Figure 1. Selected gate families (run 1).
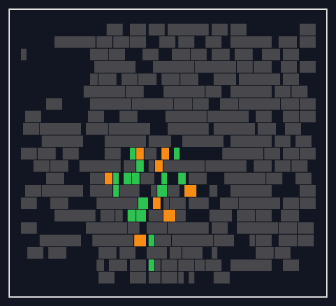
Figure 2. Cell placement (run 1).
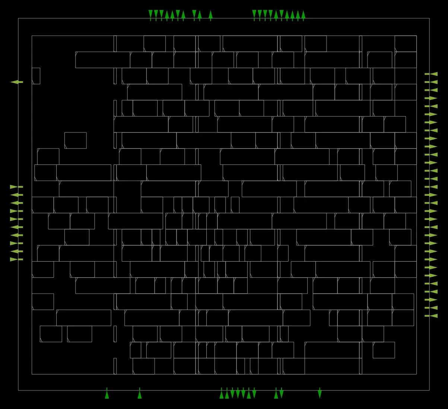
Figure 3. Clock wires, drivers and flops (run 1).
The bar under the picture is 20 um long.
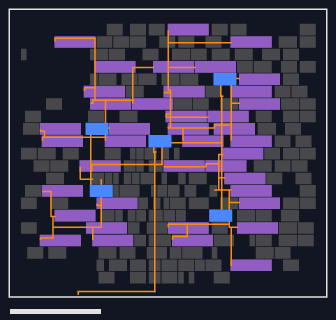
Figure 4. The metal 2 layer (run 1).
Cells faint in the background.
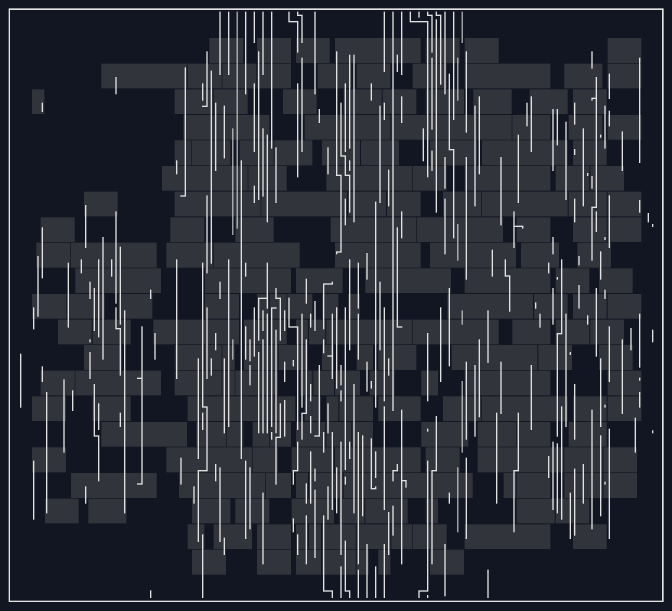
## src/rtl/div_control_if.sv

```systemverilog
// ----------------------------------------------------------------------------
// div_control_if
// Bundles the handshake and control signals between the restoring-divider
// sequencer and the blocks around it: the requester, the remainder register
// and the divisor ALU.
//
//   start            request; the controller samples it only when idle
//   dividend_in      dividend; read by the remainder register load path only
//   divisor_in       divisor; captured by the controller when start is taken
//   alu_carry        1 = remainder_hi >= divisor (the subtract did not borrow)
//   divisor_out      latched divisor, drives ALU operand B
//   w_ctrl_Remainder 0 = load remainder register, 1 = execute shift/subtract
//   sub_ctrl         1 = commit difference and shift in quotient bit 1
//   hold             1 = remainder register keeps its value
//   busy             high from LOAD through the last iteration
//   rdy              one-cycle pulse when quotient/remainder are valid
//   div_by_zero      sticky zero-divisor flag (only with DIV_ZERO_CHECK_EN)
//
// Modports: slave = controller side, master = requester/datapath side.
// ----------------------------------------------------------------------------
interface div_control_if #(
    parameter int WIDTH = 32
);
    logic             start;
    logic [WIDTH-1:0] dividend_in;
    logic [WIDTH-1:0] divisor_in;
    logic             alu_carry;
    logic [WIDTH-1:0] divisor_out;
    logic             w_ctrl_Remainder;
    logic             sub_ctrl;
    logic             hold;
    logic             busy;
    logic             rdy;
    logic             div_by_zero;

    // The controller never looks at the dividend; the remainder register
    // reads it directly, so it is left out of the controller view.
    modport slave (
        input  start, divisor_in, alu_carry,
        output divisor_out, w_ctrl_Remainder, sub_ctrl, hold, busy, rdy,
               div_by_zero
    );

    modport master (
        output start, dividend_in, divisor_in, alu_carry,
        input  divisor_out, w_ctrl_Remainder, sub_ctrl, hold, busy, rdy,
               div_by_zero
    );
endinterface

```

## src/rtl/div_control.sv

```systemverilog
// ----------------------------------------------------------------------------
// div_control
// Sequencing controller for a restoring unsigned divider. On an accepted
// start it latches the divisor onto the ALU operand, issues one load command
// to the remainder register, then WIDTH shift/subtract commands steered by the
// ALU no-borrow flag, and finally pulses rdy for one cycle.
//
// Ports:
//   clk   clock; state advances on posedge (the datapath samples on negedge,
//         so the decoded controls settle half a cycle before they are used)
//   rst   asynchronous, active-low reset
//   bus   div_control_if.slave (start/divisor in, datapath controls out)
//
// Build option:
//   DIV_ZERO_CHECK_EN  when defined, a zero divisor at start bypasses
//                      LOAD/ITER, goes straight to DONE and sets div_by_zero.
//                      When undefined, div_by_zero is tied low and a zero
//                      divisor runs the normal WIDTH iterations.
// ----------------------------------------------------------------------------
module div_control #(
    parameter int WIDTH = 32
) (
    input  logic               clk,
    input  logic               rst,
    div_control_if.slave       bus
);
    localparam int CW = $clog2(WIDTH + 1);
    localparam logic [CW-1:0] LAST = CW'(WIDTH - 1);

    typedef enum logic [1:0] {
        IDLE = 2'd0,
        LOAD = 2'd1,
        ITER = 2'd2,
        DONE = 2'd3
    } state_t;

    state_t           state, state_nxt;
    logic [CW-1:0]    count, count_nxt;
    logic [WIDTH-1:0] divisor_q;
    logic             accept;
    logic             zero_div;

    logic w_ctrl_d, sub_d, hold_d, busy_d, rdy_d;

    assign accept = (state == IDLE) && bus.start;

`ifdef DIV_ZERO_CHECK_EN
    assign zero_div = (bus.divisor_in == '0);
`else
    assign zero_div = 1'b0;
`endif

    // State and iteration counter.
    always_ff @(posedge clk or negedge rst) begin
        if (!rst) begin
            state <= IDLE;
            count <= '0;
        end else begin
            state <= state_nxt;
            count <= count_nxt;
        end
    end

    // Divisor is captured only on accept, so later divisor_in changes cannot
    // disturb an operation in flight.
    always_ff @(posedge clk or negedge rst) begin
        if (!rst)        divisor_q <= '0;
        else if (accept) divisor_q <= bus.divisor_in;
    end

`ifdef DIV_ZERO_CHECK_EN
    logic dz_q;

    // Sticky until the next accepted start, which reloads it.
    always_ff @(posedge clk or negedge rst) begin
        if (!rst)        dz_q <= 1'b0;
        else if (accept) dz_q <= zero_div;
    end

    assign bus.div_by_zero = dz_q;
`else
    assign bus.div_by_zero = 1'b0;
`endif

    // Next state plus control decode. Controls depend only on the state
    // register (and alu_carry in ITER), never on start.
    always_comb begin
        state_nxt = state;
        count_nxt = count;
        w_ctrl_d  = 1'b1;
        sub_d     = 1'b0;
        hold_d    = 1'b1;
        busy_d    = 1'b0;
        rdy_d     = 1'b0;

        case (state)
            IDLE: begin
                if (bus.start) begin
                    state_nxt = zero_div ? DONE : LOAD;
                    count_nxt = '0;
                end
            end
            LOAD: begin
                w_ctrl_d  = 1'b0;
                hold_d    = 1'b0;
                busy_d    = 1'b1;
                count_nxt = '0;
                state_nxt = ITER;
            end
            ITER: begin
                hold_d    = 1'b0;
                busy_d    = 1'b1;
                // Carry from the current remainder settles before the
                // datapath negedge, so it can steer this same cycle.
                sub_d     = bus.alu_carry;
                count_nxt = count + CW'(1);
                if (count == LAST) state_nxt = DONE;
            end
            DONE: begin
                rdy_d     = 1'b1;
                state_nxt = IDLE;
            end
            default: state_nxt = IDLE;
        endcase
    end

    assign bus.divisor_out      = divisor_q;
    assign bus.w_ctrl_Remainder = w_ctrl_d;
    assign bus.sub_ctrl         = sub_d;
    assign bus.hold             = hold_d;
    assign bus.busy             = busy_d;
    assign bus.rdy              = rdy_d;
endmodule

```

## src/flat_wrapper.sv

```systemverilog
// flat-port wrapper written by rule: the top's interface ports become plain ports
module div_control_flat 
#(
    parameter int WIDTH = 32
)
  (clk, rst, bus_start, bus_divisor_in, bus_alu_carry, bus_divisor_out, bus_w_ctrl_Remainder, bus_sub_ctrl, bus_hold, bus_busy, bus_rdy, bus_div_by_zero);
  div_control_if #(.WIDTH(WIDTH)) bus_i ();
  input  logic clk;
  input  logic rst;
  input wire logic [$bits(bus_i.start)-1:0] bus_start;
  input wire logic [$bits(bus_i.divisor_in)-1:0] bus_divisor_in;
  input wire logic [$bits(bus_i.alu_carry)-1:0] bus_alu_carry;
  output wire logic [$bits(bus_i.divisor_out)-1:0] bus_divisor_out;
  output wire logic [$bits(bus_i.w_ctrl_Remainder)-1:0] bus_w_ctrl_Remainder;
  output wire logic [$bits(bus_i.sub_ctrl)-1:0] bus_sub_ctrl;
  output wire logic [$bits(bus_i.hold)-1:0] bus_hold;
  output wire logic [$bits(bus_i.busy)-1:0] bus_busy;
  output wire logic [$bits(bus_i.rdy)-1:0] bus_rdy;
  output wire logic [$bits(bus_i.div_by_zero)-1:0] bus_div_by_zero;
  assign bus_i.start = bus_start;
  assign bus_i.divisor_in = bus_divisor_in;
  assign bus_i.alu_carry = bus_alu_carry;
  assign bus_divisor_out = bus_i.divisor_out;
  assign bus_w_ctrl_Remainder = bus_i.w_ctrl_Remainder;
  assign bus_sub_ctrl = bus_i.sub_ctrl;
  assign bus_hold = bus_i.hold;
  assign bus_busy = bus_i.busy;
  assign bus_rdy = bus_i.rdy;
  assign bus_div_by_zero = bus_i.div_by_zero;
  div_control #(.WIDTH(WIDTH)) u_core (.clk(clk), .rst(rst), .bus(bus_i));
endmodule
```

## config.mk

```make
export PLATFORM = sky130hd
export DESIGN_NAME = div_control_flat
export DESIGN_NICKNAME = d
export VERILOG_FILES = /design/src/rtl/div_control_if.sv /design/src/rtl/div_control.sv /design/src/flat_wrapper.sv
export SDC_FILE = /design/constraint.sdc
export NUM_CORES = 1
export LEC_CHECK = 0
export CAP_MARGIN = 10
export CORE_ASPECT_RATIO = 0.9
export CORE_MARGIN = 2
export CORE_UTILIZATION = 45
export DETAILED_ROUTE_END_ITERATION = 8
export PLACE_DENSITY = 0.84
export SYNTH_ARGS = -nofsm -noshare
export SYNTH_HDL_FRONTEND = slang
export SYNTH_SLANG_ARGS = --single-unit
```

## constraint.sdc

```tcl
create_clock -name clk -period 3.46 [get_ports clk]
set_input_delay 0.519 -clock clk [delete_from_list [all_inputs] [get_ports clk]]
set_output_delay 0.519 -clock clk [all_outputs]
set_load 0.005 [all_outputs]
```

==> Changelog: implementation, run 1 <==
## Flow update

* Largest family of logic cells by area: multiplexers
* Startpoint Class: flop
* Critical path, cell by cell: inv_1, ha_1, and2_1, clkdlybuf4s50_1
* Adder Area Share at 4.345%
* Outcome: completed
* YS warnings at 0
* Syn Inst Count at 129
* Worst hold path class: primary input to async pin
* M1 WL at 1.421 mm
* Flop count at 40
* Area added between synthesis and finish at 48.01%
* Top layer in use: met4
* Pin count of the biggest net entering global routing at 41
* Area after DPL at 2470 um^2
* WP depth at 4
* Post-Synthesis Cell Area at 1728 um^2
* # clk buffers at 5
* Sequential share of power at 37.9%
* FP Util at 46.64%
* Psw at 0.6213 mW
* MI comb cells at 76
* # DRC at 0
* Clock root buffer: clkbuf_8
* Wire length on met3 at 277 um
* Total Power at 2.113 mW
* Mux area share at 21.43%
* Non-clock buffer share of cell area at 28.28%
* Antenna Nets Post-Route at 0
* Die footprint at 4352 um^2
* Inverters at 7
* Required time worst endpoint at 2.94 ns
* Top_reg_cell synth: dfrtp_1
* Layout cells sized above 1 at 22.06%
* DRT Pass-1 Iters at 4
* Unique cell types at 27
* Synth top cells by count: 40 x dfrtp_1, 32 x mux2_2, 7 x inv_1, 7 x nand2_1, 6 x ha_1
* Die Wd at 69.32 um
* Util after Layout at 69.03%
* Post-Synth XOR/XNOR Area at 0%
* Asr flop ratio synth at 100.0%
* Final Critical Period at 2.387 ns
* Top class by area: registers
* Clock buf/inv share at 3.425%
* Largest Pwr Group: combinational logic
* Met3 Usage GRT at 5.484%
* DIE HEIGHT at 62.79 um
* Comb area at 661.9 um^2
* Critical R2R Capture: u_core.count[2]
* Max VDD drop at 0.0004098 V
* Gate power share at 48.1%
* Post-CTS Resized at 0
* Total CTS buffers at 5
* Top-area cell share at 57.93%
* And-or/or-and share of the synthesized area at 4.345%
* Period utilisation layout at 68.99%
* Worst clock skew at 0.007718 ns
* Register bit total from synthesis at 40
* CTS Sinks at 40
* Final hold vios at 0
* First-pass GRT wire length at 6.085 mm
* Worst setup path endpoint: bus_sub_ctrl
* Met2 routed WL at 1.816 mm
* Setup Crit Path Kind: flop to primary output
Notes on Figure 1 above:
- NAND gates: green (cells 15; where middle)
- inverting AOI/OAI gates: orange (cells 8; where middle)
Post-Layout Cell Count: 250
Comb area share: 25.88%
dominant logic cell type in the layout: clkdlybuf4s50_1

Notes on Figure 2 above:
CORE AREA: 3705 um^2
flop share of the area: 39.14%

Notes on Figure 3 above:
- clock wires: orange (length 413 um)
- clock drivers: blue (count 5)
- flip-flops: purple (count 40)
- routed clock nets: 6
Clock Power: 0.295 mW
Clock power frac: 13.9%

Notes on Figure 4 above:
- wire length on this layer: 1820 um
- main direction: vertical
- share of all routed wire: 51%
- longest straight run: 42.3 um
M2 GR Usage: 31.13%
final WL: 3.572 mm
via count: 1235

Figure 5. Placed cells, one color a class (run 1).
The bar under the picture is 20 um long.
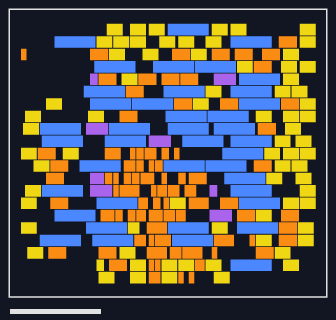

==> run 1 -> run 2 <==
- CORE_UTILIZATION: 45 -> 38
- PLACE_DENSITY: 0.84 -> 0.76
- clock period: 3.46 -> 2.14 ns (I/O delays scaled with it)
Figure 6. Placed cells, one color a class (run 2).
The bar under the picture is 20 um long.
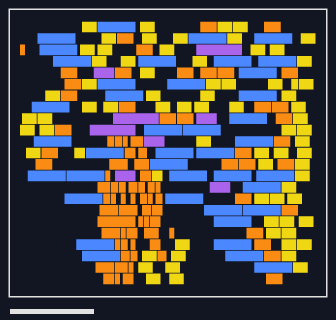
- other buffers and delay cells: yellow (cells 74)
- clock drivers and dummy loads: purple (cells 8)
- flops: blue (cells 40)
- combinational and other logic: orange (cells 83)
post-route cell area: 2669 um^2
CORE AREA: 4403 um^2
Util after Layout: 60.61%
# rows: 23

==> run 2 against run 1 <==
Non-clock buffer count is 1 higher. Clock power went up to 2.9 times the previous value. Sequential power is 61% higher. Sequential cell count stayed put. Largest power group unchanged.
==> Changelog: implementation, run 2 <==
## Flow update

* Critical path, cell by cell: inv_1, ha_1, inv_1, clkdlybuf4s50_1
* Setup Crit Path Kind: flop to primary output
* Final WL at 3.843 mm (+7.6%)
* # clk buffers at 5 (unchanged)
* Worst clock skew at 0.003319 ns (-0.004399 ns)
* Gate power share at 44.4% (-3.7 points)
* DRT Pass-1 Iters at 4 (unchanged)
* M1 WL at 1.540 mm (+8.4%)
* CTS Sinks at 40 (unchanged)
* Total Power at 3.844 mW (+82%)
* Worst hold path class: primary input to async pin
* Largest family of logic cells by area: multiplexers
* MI comb cells at 76 (unchanged)
* Final Critical Period at 2.088 ns
* Period utilisation layout at 97.55%
* Clock root buffer: clkbuf_8
* Die Wd at 75.08 um (+8.3%)
* FP Util at 39.24% (-7.4 points)
* Unique cell types at 27 (unchanged)
* First-pass GRT wire length at 5.644 mm (-7.2%)
* Clock buf/inv share at 5.954% (+2.5 points)
* Adder Area Share at 4.345% (unchanged)
* Mux area share at 21.43% (unchanged)
* Post-Synth XOR/XNOR Area at 0% (unchanged)
* Met3 Usage GRT at 5.449% (-0.035 points)
* Worst setup path endpoint: bus_hold
* Top class by area: registers
* Startpoint Class: flop
* Post-Synthesis Cell Area at 1728 um^2 (unchanged)
* Wire length on met3 at 310 um (+12%)
* Area after DPL at 2497 um^2 (+1.1%)
* Crit path buf inv count at 3
* Post-CTS Resized at 1 (+1)
* Synth top cells by count: 40 x dfrtp_1, 32 x mux2_2, 7 x inv_1, 7 x nand2_1, 6 x ha_1
* Top layer in use: met4
* Fillers at 362
* # DRC at 0 (unchanged)
* And-or/or-and share of the synthesized area at 4.345% (unchanged)
* Layout cells sized above 1 at 22.93% (+0.87 points)
* Flop count at 40 (unchanged)
* Dominant logic cell type in the layout: clkdlybuf4s50_1
* Sequential share of power at 33.5% (-4.4 points)
* Via count at 1257 (+1.8%)
* Critical R2R Capture: u_core.count[2]
* Post-Layout Cell Count at 267 (+6.8%)
* Final hold vios at 0 (unchanged)
* Clock power frac at 22.1% (+8.2 points)
* Setup TNS at 0 ns
* Pin count of the biggest net entering global routing at 41 (unchanged)
* Clock Power at 0.849 mW (+190%)
* M2 GR Usage at 25.77% (-5.4 points)
* Area added between synthesis and finish at 54.45%
* DIE HEIGHT at 67.97 um (+8.3%)
* Comb area at 674.4 um^2 (+1.9%)
* Antenna Nets Post-Route at 0 (unchanged)
* Psw at 1.055 mW (+70%)
* Flop share of the area at 37.51% (-1.6 points)
* Comb area share at 25.27% (-0.61 points)
* Top-area cell share at 57.93% (unchanged)
* Outcome: completed
* Max VDD drop at 0.0006901 V (+68%)
* Total CTS buffers at 5 (unchanged)
* Crit. Startpoint: u_core.state[0]
* Non-clock buffer share of cell area at 27.38% (-0.90 points)
Figure 7. Clock wires, drivers and flops (run 2).
The bar under the picture is 20 um long.
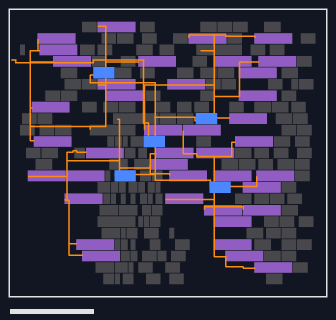

==> run 2 -> run 3 <==
- CORE_UTILIZATION: 38 -> 25
- PLACE_DENSITY: 0.76 -> not set
- SKIP_LAST_GASP: not set -> 1
Figure 8. Clock wires, drivers and flops (run 3).
The bar under the picture is 20 um long.
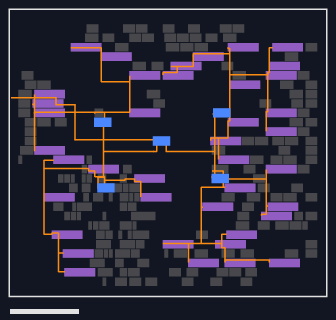
- clock wires: orange (length 516 um)
- flip-flops: purple (count 40)
- clock drivers: blue (count 5)
- flops lie: all over the die
Clock power frac: 14.9%
worst clock skew: 0.003791 ns
Clk Latency, worst-skew pair: 0.29 ns
Clock Power: 0.521 mW

==> run 3 against run 2 <==
Synthesized area did not move. Via count down 1.1%. Routed wire length shrank 10%. First-iteration DRC count decreased by 42%. Non-clock buffer count rose by 2. Setup slack better by 0.066 ns. Clock power decreased by 39%. Sequential power barely moved. Power is 9.2% lower. Design area decreased by 0.28%. Synthesized cell count unchanged. Clock skew about the same.
==> Changelog: implementation, run 3 <==
## Flow update

* MI comb cells at 76 (unchanged)
* Top-area cell share at 57.93% (unchanged)
* Setup TNS at 0 ns (unchanged)
* Post-Layout Cell Count at 297 (+11%)
* Fillers at 634 (+75%)
* Largest family of logic cells by area: multiplexers
* Final hold slack at 0.07502 ns
* Total Power at 3.489 mW (-9.2%)
* Gate power share at 48.6% (+4.2 points)
* Most common cell in the netlist: dfrtp_1
* Wire per inst at 11.61 um
* And-or/or-and share of the synthesized area at 4.345% (unchanged)
* CORE AREA at 6621 um^2 (+50%)
* # rows at 28 (+22%)
* Top class by area: registers
* Worst-path clk slew at 0.08 ns
* Post-Synth XOR/XNOR Area at 0% (unchanged)
* Clock buf/inv share at 3.667% (-2.3 points)
* Crit path buf inv count at 3 (unchanged)
* Wire length on met3 at 282 um (-9.0%)
* # DRC at 0 (unchanged)
* Setup Crit Path Kind: flop to primary output
* Sequential share of power at 36.5% (+3.0 points)
* Final WL at 3.449 mm (-10%)
* Total CTS buffers at 5 (unchanged)
* FP Util at 26.10% (-13 points)
* DRT Pass-1 Iters at 4 (unchanged)
* Max VDD drop at 0.0003864 V (-44%)
* Non-clock buffer share of cell area at 28.49% (+1.1 points)
* Util after Layout at 40.19% (-20 points)
* Pin count of the biggest net entering global routing at 41 (unchanged)
* Comb area share at 25.01% (-0.26 points)
* Met3 Usage GRT at 3.630% (-1.8 points)
* Worst hold path class: primary input to async pin
* Adder Area Share at 4.345% (unchanged)
* Post-Synthesis Cell Area at 1728 um^2 (unchanged)
* Layout cells sized above 1 at 23.67% (+0.74 points)
* # clk buffers at 6 (+1)
* Period utilisation layout at 94.49% (-3.1 points)
* Crit. Startpoint: u_core.state[0]
* Unique cell types at 27 (unchanged)
* DIE HEIGHT at 82.87 um (+22%)
* Synth top cells by count: 40 x dfrtp_1, 32 x mux2_2, 7 x inv_1, 7 x nand2_1, 6 x ha_1
* Outcome: completed
* Dominant logic cell type in the layout: clkdlybuf4s50_1
* First-pass GRT wire length at 5.837 mm (+3.4%)
* Psw at 1.004 mW (-4.9%)
* Clock root buffer: clkbuf_8
* Critical R2R Capture: u_core.count[2]
* M2 GR Usage at 14.44% (-11 points)
* Area after DPL at 2560 um^2 (+2.5%)
* Final Critical Period at 2.022 ns (-0.06556 ns)
* Area added between synthesis and finish at 54.02%
* Antenna Nets Post-Route at 0 (unchanged)
* Critical path, cell by cell: inv_1, ha_1, inv_1, clkdlybuf4s50_1
* Post-route cell area at 2661 um^2 (-0.28%)
* Post-CTS Resized at 0 (-1)
* Flop share of the area at 37.61% (+0.11 points)
Power figures rest on the tool's default switching activity, not on a simulated workload.
